[config.mk]
export PLATFORM = sky130hd
export DESIGN_NAME = br_lite_local_if
export DESIGN_NICKNAME = d
export VERILOG_FILES = /design/src/rtl/br_lite_local_if.sv
export SDC_FILE = /design/constraint.sdc
export NUM_CORES = 1
export LEC_CHECK = 0
export ABC_AREA = 1
export CORE_MARGIN = 3
export CORE_UTILIZATION = 55
export CTS_BUF_LIST = sky130_fd_sc_hd__clkbuf_2
export CTS_CLUSTER_DIAMETER = 100
export DETAILED_ROUTE_END_ITERATION = 16
export GPL_TIMING_DRIVEN = 0
export PLACE_DENSITY_LB_ADDON = 0.08
export SETUP_SLACK_MARGIN = 0.2
export SYNTH_ARGS = -nofsm -noshare
export SYNTH_HDL_FRONTEND = slang
export SYNTH_SLANG_ARGS = --single-unit
[constraint.sdc]
create_clock -name clk_i -period 5.1 [get_ports clk_i]
set_clock_uncertainty 0.1 [all_clocks]
set_input_delay 1.02 -clock clk_i [delete_from_list [all_inputs] [get_ports clk_i]]
set_output_delay 1.02 -clock clk_i [all_outputs]
set_load 0.02 [all_outputs]
[src/rtl/br_lite_local_if.sv]
// br_lite_local_if
//
// Local-port adapter between a processing element (PE) and the BrLite
// router's local port.
//
//   TX path: the PE pushes {target, service, payload} requests over
//   valid/ready into a small FIFO. A TX FSM stamps them with this PE's
//   address and a rolling sequence id. It then injects them into the
//   router's local input with a 4-phase req/ack handshake, waiting while
//   the router reports its local port busy. CLEAR requests are discarded,
//   because the router generates clears itself.
//
//   RX path: flits delivered by the router's local output are acked via a
//   4-phase handshake and pushed into a show-ahead FIFO, which is presented
//   to the PE over valid/ready. CLEAR flits are acked and dropped. While
//   the FIFO is full, no ack is given, so the router stalls.
//
// Flit layout (br_data_t, 74 bits, MSB first):
//   [73:42] payload  [41:26] target  [25:10] source  [9:2] id  [1:0] service
// Service codes: 2'd0 = BR_SVC_ALL, 2'd1 = BR_SVC_TGT, 2'd2 = BR_SVC_CLEAR.
//
// Ports:
//   clk_i, rst_ni            clock (rising edge), async active-low reset
//   tx_valid_i / tx_ready_o  PE request handshake (ready = TX FIFO not full)
//   tx_target_i [15:0]       target address
//   tx_service_i [1:0]       service code
//   tx_payload_i [31:0]      payload
//   rx_valid_o / rx_ready_i  PE delivery handshake (valid = RX FIFO non-empty)
//   rx_data_o [73:0]         RX FIFO head flit
//   br_req_o, br_ack_i       4-phase handshake into the router local input
//   br_flit_o [73:0]         flit presented to the router local input
//   br_busy_i                router local-busy window
//   br_req_i, br_ack_o       4-phase handshake from the router local output
//   br_flit_i [73:0]         flit delivered by the router

module br_lite_local_if #(
  parameter logic [15:0] ADDRESS  = 16'h0000,
  parameter int          TX_DEPTH = 4,
  parameter int          RX_DEPTH = 4
) (
  input  logic        clk_i,
  input  logic        rst_ni,
  input  logic        tx_valid_i,
  output logic        tx_ready_o,
  input  logic [15:0] tx_target_i,
  input  logic [1:0]  tx_service_i,
  input  logic [31:0] tx_payload_i,
  output logic        rx_valid_o,
  input  logic        rx_ready_i,
  output logic [73:0] rx_data_o,
  output logic        br_req_o,
  input  logic        br_ack_i,
  output logic [73:0] br_flit_o,
  input  logic        br_busy_i,
  input  logic        br_req_i,
  output logic        br_ack_o,
  input  logic [73:0] br_flit_i
);

  localparam logic [1:0] SVC_CLEAR = 2'd2;

  localparam int TX_AW = $clog2(TX_DEPTH);
  localparam int TX_CW = TX_AW + 1;
  localparam int RX_AW = $clog2(RX_DEPTH);
  localparam int RX_CW = RX_AW + 1;

  // ---------------------------------------------------------------------
  // TX FIFO: entries are {target[49:34], service[33:32], payload[31:0]}
  // ---------------------------------------------------------------------
  logic [49:0]      tx_mem [TX_DEPTH];
  logic [TX_AW-1:0] tx_wr_ptr;
  logic [TX_AW-1:0] tx_rd_ptr;
  logic [TX_CW-1:0] tx_count;
  logic             tx_push;
  logic             tx_pop;
  logic [49:0]      tx_head;
  logic [1:0]       tx_head_svc;

  typedef enum logic [1:0] {TX_IDLE, TX_REQ, TX_RELEASE} tx_state_t;
  tx_state_t tx_state;

  logic [7:0]  id_cnt;
  logic        br_req;
  logic [73:0] br_flit;

  assign tx_ready_o  = (tx_count != TX_CW'(TX_DEPTH));
  assign tx_push     = tx_valid_i && tx_ready_o;
  assign tx_head     = tx_mem[tx_rd_ptr];
  assign tx_head_svc = tx_head[33:32];

  // The head leaves the FIFO either to be discarded (CLEAR, busy does not
  // matter) or to be injected (only outside the router's busy window).
  assign tx_pop = (tx_state == TX_IDLE) && (tx_count != '0) &&
                  ((tx_head_svc == SVC_CLEAR) || !br_busy_i);

  always_ff @(posedge clk_i) begin
    if (tx_push) begin
      tx_mem[tx_wr_ptr] <= {tx_target_i, tx_service_i, tx_payload_i};
    end
  end

  always_ff @(posedge clk_i or negedge rst_ni) begin
    if (!rst_ni) begin
      tx_wr_ptr <= '0;
      tx_rd_ptr <= '0;
      tx_count  <= '0;
    end else begin
      if (tx_push) tx_wr_ptr <= tx_wr_ptr + TX_AW'(1);
      if (tx_pop)  tx_rd_ptr <= tx_rd_ptr + TX_AW'(1);
      case ({tx_push, tx_pop})
        2'b10:   tx_count <= tx_count + TX_CW'(1);
        2'b01:   tx_count <= tx_count - TX_CW'(1);
        default: tx_count <= tx_count;
      endcase
    end
  end

  // TX FSM. br_flit is loaded only on the IDLE->REQ transition, so it stays
  // stable for the whole handshake and until the next injection.
  always_ff @(posedge clk_i or negedge rst_ni) begin
    if (!rst_ni) begin
      tx_state <= TX_IDLE;
      br_req   <= 1'b0;
      br_flit  <= '0;
      id_cnt   <= '0;
    end else begin
      case (tx_state)
        TX_IDLE: begin
          if (tx_pop && (tx_head_svc != SVC_CLEAR)) begin
            br_flit  <= {tx_head[31:0], tx_head[49:34], ADDRESS, id_cnt,
                         tx_head_svc};
            id_cnt   <= id_cnt + 8'd1;
            br_req   <= 1'b1;
            tx_state <= TX_REQ;
          end
        end
        TX_REQ: begin
          if (br_ack_i) begin
            br_req   <= 1'b0;
            tx_state <= TX_RELEASE;
          end
        end
        TX_RELEASE: begin
          // Wait for the router to drop ack before considering the next flit.
          if (!br_ack_i) tx_state <= TX_IDLE;
        end
        default: begin
          br_req   <= 1'b0;
          tx_state <= TX_IDLE;
        end
      endcase
    end
  end

  assign br_req_o  = br_req;
  assign br_flit_o = br_flit;

  // ---------------------------------------------------------------------
  // RX FIFO (show-ahead) and RX FSM
  // ---------------------------------------------------------------------
  logic [73:0]      rx_mem [RX_DEPTH];
  logic [RX_AW-1:0] rx_wr_ptr;
  logic [RX_AW-1:0] rx_rd_ptr;
  logic [RX_CW-1:0] rx_count;
  logic             rx_full;
  logic             rx_accept;
  logic             rx_push;
  logic             rx_pop;

  typedef enum logic {RX_IDLE, RX_ACK} rx_state_t;
  rx_state_t rx_state;
  logic      br_ack;

  assign rx_full    = (rx_count == RX_CW'(RX_DEPTH));
  assign rx_valid_o = (rx_count != '0);
  // Gate the head with valid so the output reads zero when the FIFO is empty.
  assign rx_data_o  = rx_valid_o ? rx_mem[rx_rd_ptr] : '0;
  assign rx_pop     = rx_valid_o && rx_ready_i;

  // A request is accepted (acked) only when there is room; CLEAR flits are
  // acked like any other but never stored.
  assign rx_accept = (rx_state == RX_IDLE) && br_req_i && !rx_full;
  assign rx_push   = rx_accept && (br_flit_i[1:0] != SVC_CLEAR);

  always_ff @(posedge clk_i) begin
    if (rx_push) begin
      rx_mem[rx_wr_ptr] <= br_flit_i;
    end
  end

  always_ff @(posedge clk_i or negedge rst_ni) begin
    if (!rst_ni) begin
      rx_wr_ptr <= '0;
      rx_rd_ptr <= '0;
      rx_count  <= '0;
    end else begin
      if (rx_push) rx_wr_ptr <= rx_wr_ptr + RX_AW'(1);
      if (rx_pop)  rx_rd_ptr <= rx_rd_ptr + RX_AW'(1);
      case ({rx_push, rx_pop})
        2'b10:   rx_count <= rx_count + RX_CW'(1);
        2'b01:   rx_count <= rx_count - RX_CW'(1);
        default: rx_count <= rx_count;
      endcase
    end
  end

  // Ack is held until the router drops req; returning to IDLE only after
  // req is low guarantees the same request is never acked twice.
  always_ff @(posedge clk_i or negedge rst_ni) begin
    if (!rst_ni) begin
      rx_state <= RX_IDLE;
      br_ack   <= 1'b0;
    end else begin
      case (rx_state)
        RX_IDLE: begin
          if (rx_accept) begin
            br_ack   <= 1'b1;
            rx_state <= RX_ACK;
          end
        end
        RX_ACK: begin
          if (!br_req_i) begin
            br_ack   <= 1'b0;
            rx_state <= RX_IDLE;
          end
        end
        default: begin
          br_ack   <= 1'b0;
          rx_state <= RX_IDLE;
        end
      endcase
    end
  end

  assign br_ack_o = br_ack;

endmodule

run_1/clk_routes.png
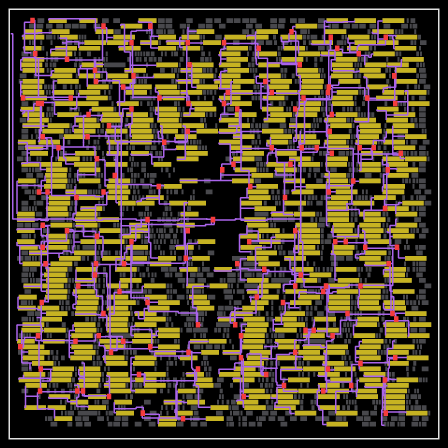
[purple] clock wires | length: 6920 microns
[red] clock drivers | count: 143
[yellow] flip-flops | count: 581
flops lie: all over the die
clock power share: 18.5%
P_clk: 3.14 mW
clk ins delay skew pair: 1050 ps

run_1/congestion.png
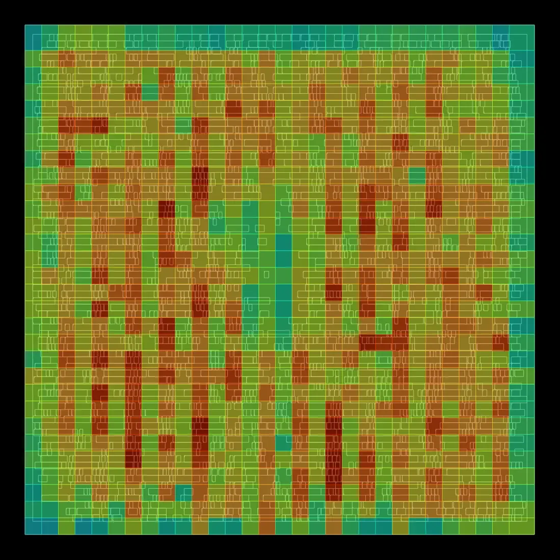
drt wl/cell: 18.73 microns
M2 GR Usage: 42.26%
busiest layer in global routing: met2

run_1/cell_density.png
The die is cut into 21 by 21 equal tiles; dark blue is low, red is high, 0 to 100% covered.
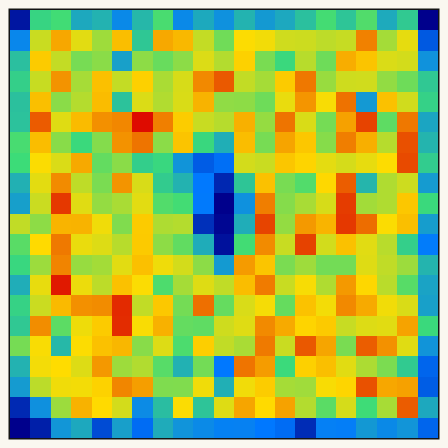
mean over tiles: 62%
tiles over 75% full: 29%
emptiest ninth of the die: centre
nearly empty tiles: 0.90%
fullest tile: 99%
Core Area: 41110 sq um
floorplan utilization: 55.99%
final core area utilization: 68.46%

==> summary.txt, run 1 <==
vias per cell = 5.306
fillers = 3060
fin area = 28140 sq um
M1 GR Usage = 33.05%
sequential cell area share = 60.48%
dominant logic cell type in the layout = nor2_1
Met2 Wirelength = 28580 microns
leakage power = 10.65 nW
first-pass GRT wire length = 85820 microns
WL final = 56310 microns
Hold-fix buffers, CTS = 1
CP top delay family = buffers and inverters
crit path DAT = 3500 ps
status = completed
min cycle time layout = 4618 ps
Worst slew margin = 39.53%
Crit. End Element = output pin
largest net degree at the start of global routing = 51
Yosys Instances = 1920
top cells by area = edfxtp_1 65%, dfrtp_1 9.2%, nor2_1 8.2%, o21ai_0 5.3%, nand2_1 3.6%
DP HPWL = 36100 microns
Crit path top cell by count = clkbuf_1
total power = 16.95 mW
initial antenna violation count = 3
fin cells = 3006
I/O pin total = 283
die height = 210.6 microns
Routed Antenna Nets = 0
nets = 2505
diodes inserted = 3
logic area = 5306 sq um
yosys stat area = 23020 sq um
Top class by area = sequential cells
drt first-iter violations = 1378
flip-flops = 581
maximum VDD drop = 0.0002985 V
CTS buffer count = 143
die width = 210.6 microns
well tap count = 532
PD cells = 602.3 nW/um^2
[run 1: tightest hold or removal path, stage by stage, from the launching register on]
cell	delay, ps
dfrtp_1	350
nand2_1	50
nand2_1	40
[run 1: state kept, by name (all words and copies together), names as in the netlist, 2 cells and up]
register / count
id_cnt: 8
tx_state: 2
tx_wr_ptr: 2
br_flit_o: 58
tx_rd_ptr: 2
tx_mem: 200
rx_count: 3
rx_mem: 296
rx_wr_ptr: 2
tx_count: 3
rx_rd_ptr: 2
[run 1: where the power goes]
group | total (mW) | leakage, nW | internal, mW | switching (mW)
Sequential | 6.38 | 5.57 | 6.09 | 0.291
Combinational | 7.43 | 4.05 | 2.71 | 4.72
Clock | 3.14 | 1.03 | 1.35 | 1.79
Total | 16.9 | 10.7 | 10.1 | 6.80
[run 1: path summary, 6_finish.rpt]
| path | end | depth (start not counted) | from |
|---|---|---|---|
| hold / removal | br_flit_o[3]$_DFFE_PN0P_ | 2 | br_flit_o[3]$_DFFE_PN0P_ |
| min in group asynchronous | br_flit_o[65]$_DFFE_PN0P_ | 2 | rst_ni |
| setup reg to reg | rx_mem[3][32]$_DFFE_PP_ | 8 | rx_count[0]$_DFFE_PN0P_ |
| max in group asynchronous | id_cnt[0]$_DFFE_PN0P_ | 3 | rst_ni |
| hold reg to reg | br_flit_o[3]$_DFFE_PN0P_ | 2 | br_flit_o[3]$_DFFE_PN0P_ |
| setup / recovery | rx_data_o[49] | 7 | rx_rd_ptr[0]$_DFFE_PN0P_ |
[run 1: metrics by stage]
step / utilization, % / setup WS [ps]
after CTS: 68.44 / 340.6
final: 68.46 / 482.5
after global placement: 64.23 / -3335
after global routing: 68.45 / 200.5
after floorplan: - / -113.6
after detailed placement: 65.10 / 1027
run_1/wires.png
Scale bar: 50 microns.
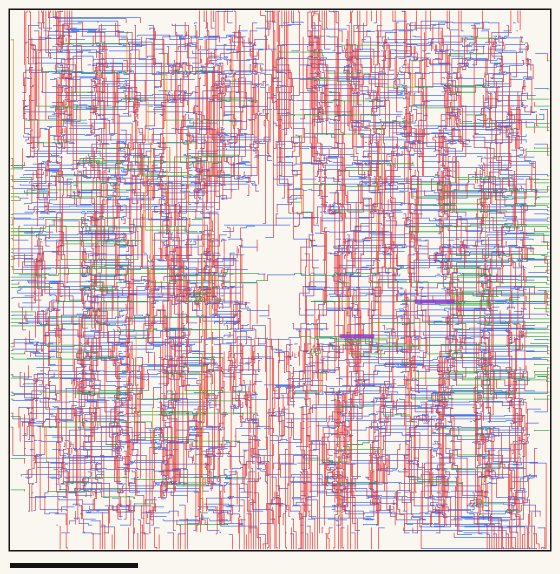

==> run 2, diff against run 1 <==
Settings changed: CORE_UTILIZATION 55 to 58.
run_2/wires.png
Scale bar: 50 microns.
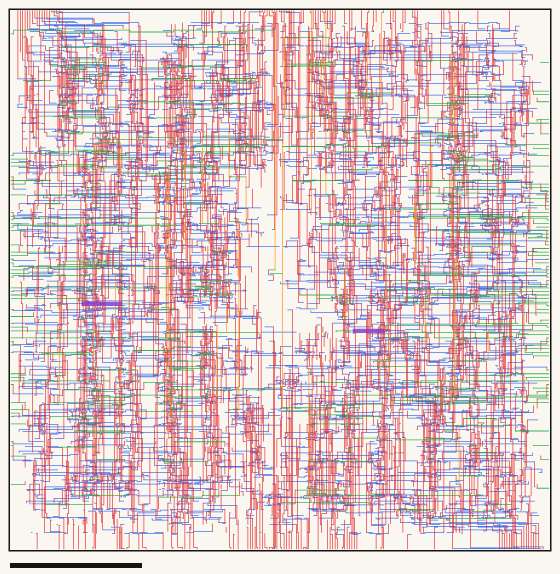
[purple] metal 5 | wire length: 23.9 microns
[red] metal 2 | wire length: 27.6 mm
[orange] metal 4 | wire length: 1500 microns
[green] metal 3 | wire length: 4980 microns
[blue] metal 1 | wire length: 21.0 mm
Total GRT Usage: 25.95%
via count: 16060

==> summary.txt, run 2 <==
nets = 2504 (was 2505)
min cycle time layout = 4580 ps (was 4618 ps)
setup_tns = 0 ps (unchanged)
logic area = 5306 sq um (unchanged)
fin cells = 2983 (was 3006)
largest reg by FF count = rx_mem (unchanged)
Placed Cells = 2734 (was 2747)
floorplan utilization = 59.15% (was 55.99%)
Detailed Routing Iterations Pass 1 = 6 (unchanged)
TritonCTS clock tree = yes (unchanged)
Crit Path Class = flop to output pin (unchanged)
vias per cell = 5.385 (was 5.306)
status = completed (unchanged)
RSZ-0062 raised after global routing = false (unchanged)
Crit path top cell by count = clkbuf_1 (unchanged)
switching part of the total = 40.21% (was 40.13%)
slowest cell delay on critical path = 710 ps (was 660 ps)
drt wl/cell = 18.47 microns (was 18.73 microns)
Worst slew margin = 36.74% (was 39.53%)
sequential power share = 38.1% (was 37.6%)
CP max FO = 10 (unchanged)
Post-synth EDFFs = 496 (unchanged)
first-pass GRT wire length = 83610 microns (was 85820 microns)
Log Warnings = 33 (unchanged)
die height = 205.2 microns (was 210.6 microns)
drt first-iter violations = 1102 (was 1378)
Crit. End Element = output pin (unchanged)
Seq. pwr = 6.38 mW (about the same)
dominant logic cell type in the layout = nor2_1 (unchanged)
die width = 205.2 microns (was 210.6 microns)
fillers = 2810 (was 3060)
yosys stat area = 23020 sq um (unchanged)
top cells by area = edfxtp_1 65%, dfrtp_1 9.2%, nor2_1 8.2%, o21ai_0 5.3%, nand2_1 3.6% (unchanged)
CTS buffer count = 141 (was 143)
syn avg cell area = 11.99 sq um (unchanged)
Syn Inst Count = 1920 (unchanged)
crit path DAT = 3460 ps (was 3500 ps)
top power group = combinational cells (unchanged)
CP top delay family = buffers and inverters (unchanged)
total power = 16.72 mW (was 16.95 mW)
leakage power = 10.60 nW (was 10.65 nW)
Comb power frac = 44.4% (was 43.9%)
Core Area = 38920 sq um (was 41110 sq um)
PD cells = 596.7 nW/um^2 (was 602.3 nW/um^2)
Net Switching = 6.725 mW (was 6.802 mW)
Seq share, synth = 73.95% (unchanged)
most frequent cell after synthesis = nor2_1 (unchanged)
Yosys Instances = 1920 (unchanged)
clk ins delay skew pair = 1050 ps (about the same)
maximum VDD drop = 0.0003395 V (was 0.0002985 V)
largest net degree at the start of global routing = 54 (was 51)
I/O pin total = 283 (unchanged)
initial antenna violation count = 6 (was 3)
CTS Sinks = 581 (unchanged)
Max Root-Sink Buffers = 3 (unchanged)
distinct lib cells = 27 (unchanged)
comb pwr = 7.42 mW (was 7.43 mW)
dpl ws = 980.7 ps (was 1027 ps)
f_max = 218.3 MHz (was 216.6 MHz)
DP HPWL = 35500 microns (was 36100 microns)
Int Pwr = 9.999 mW (was 10.15 mW)
clock power share = 17.5% (was 18.5%)
ys flop type = edfxtp_1 (unchanged)
max reg flops = 296 (unchanged)
P_clk = 2.92 mW (was 3.14 mW)
Routed Antenna Nets = 0 (unchanged)
Final Worst Setup Slack = 519.8 ps (was 482.5 ps)
hold slack = 348.5 ps (was 375.9 ps)
WL final = 55100 microns (was 56310 microns)
fin area = 28030 sq um (was 28140 sq um)
run_2/congestion.png
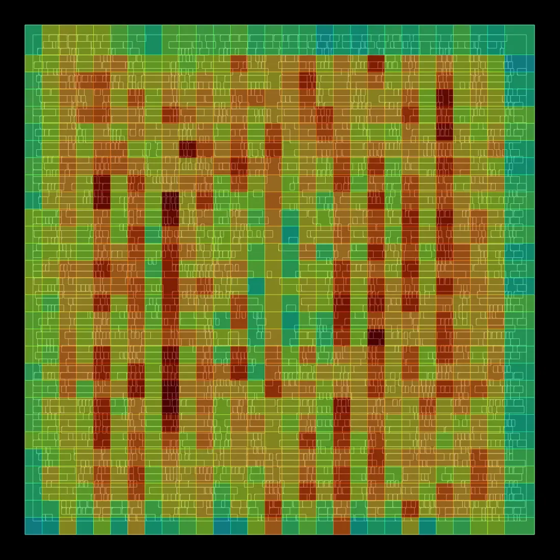
M2 GR Usage: 43.40%
final core area utilization: 72.02%

==> run 2: cell counts after synthesis <==
Identical to the previous run, type by type.
==> run 2: repair_timing <==
item                                    in CTS  in global routing
gates resized                                0                  4
endpoints found under the hold margin       32                  0
setup buffers                                0                  0
hold buffers                                 1                  0
endpoints found under the setup margin       0                 36
==> run 2: cell families after synthesis <==
| group | synth area share, % |
|---|---|
| other cells | 0.01629 |
| fa+ha+maj | 0.7719 |
| simple gates | 14.02 |
| xor+xnor | 0.4185 |
| flops | 73.95 |
| buf+inv | 3.506 |
| compound gates | 7.322 |
==> run 2: per-layer routing <==
layer / vias to the layer above / track usage (%) / share of wire (%)
met5: - / 0 / 0.042
met4: 4 / 10.32 / 2.7
met3: 129 / 6.708 / 9.0
met2: 729 / 43.40 / 50
met1: 7580 / 32.72 / 38
li1: 7622 / - / -
==> run 2: worst paths after layout <==
path / endpoint / start / depth (start not counted) / slack [ps]
worst max-delay path: rx_data_o[56] / rx_rd_ptr[0]$_DFFE_PN0P_ / 7 / 520
worst min register to register: tx_state[1]$_DFFE_PN0P_ / tx_state[0]$_DFFE_PN0P_ / 1 / 370
min in group clk_i: tx_state[1]$_DFFE_PN0P_ / tx_state[0]$_DFFE_PN0P_ / 1 / 370
max in group asynchronous: br_flit_o[44]$_DFFE_PN0P_ / rst_ni / 3 / 3860
worst min-delay path: br_flit_o[63]$_DFFE_PN0P_ / rst_ni / 2 / 350
worst max register to register: rx_mem[0][49]$_DFFE_PP_ / rx_count[0]$_DFFE_PN0P_ / 9 / 1930
==> run 2: final cells by class <==
type	instances	share of cell area, %
antenna	5	0.04464
inverter	39	0.5223
clock inverter	33	0.6428
sequential	581	60.73
clock buffer	210	3.750
tap	518	2.312
timing repair buffer	282	10.70
buffer	135	2.366
multi-input combinational	1180	18.93
Power and IR drop assume default switching activity.
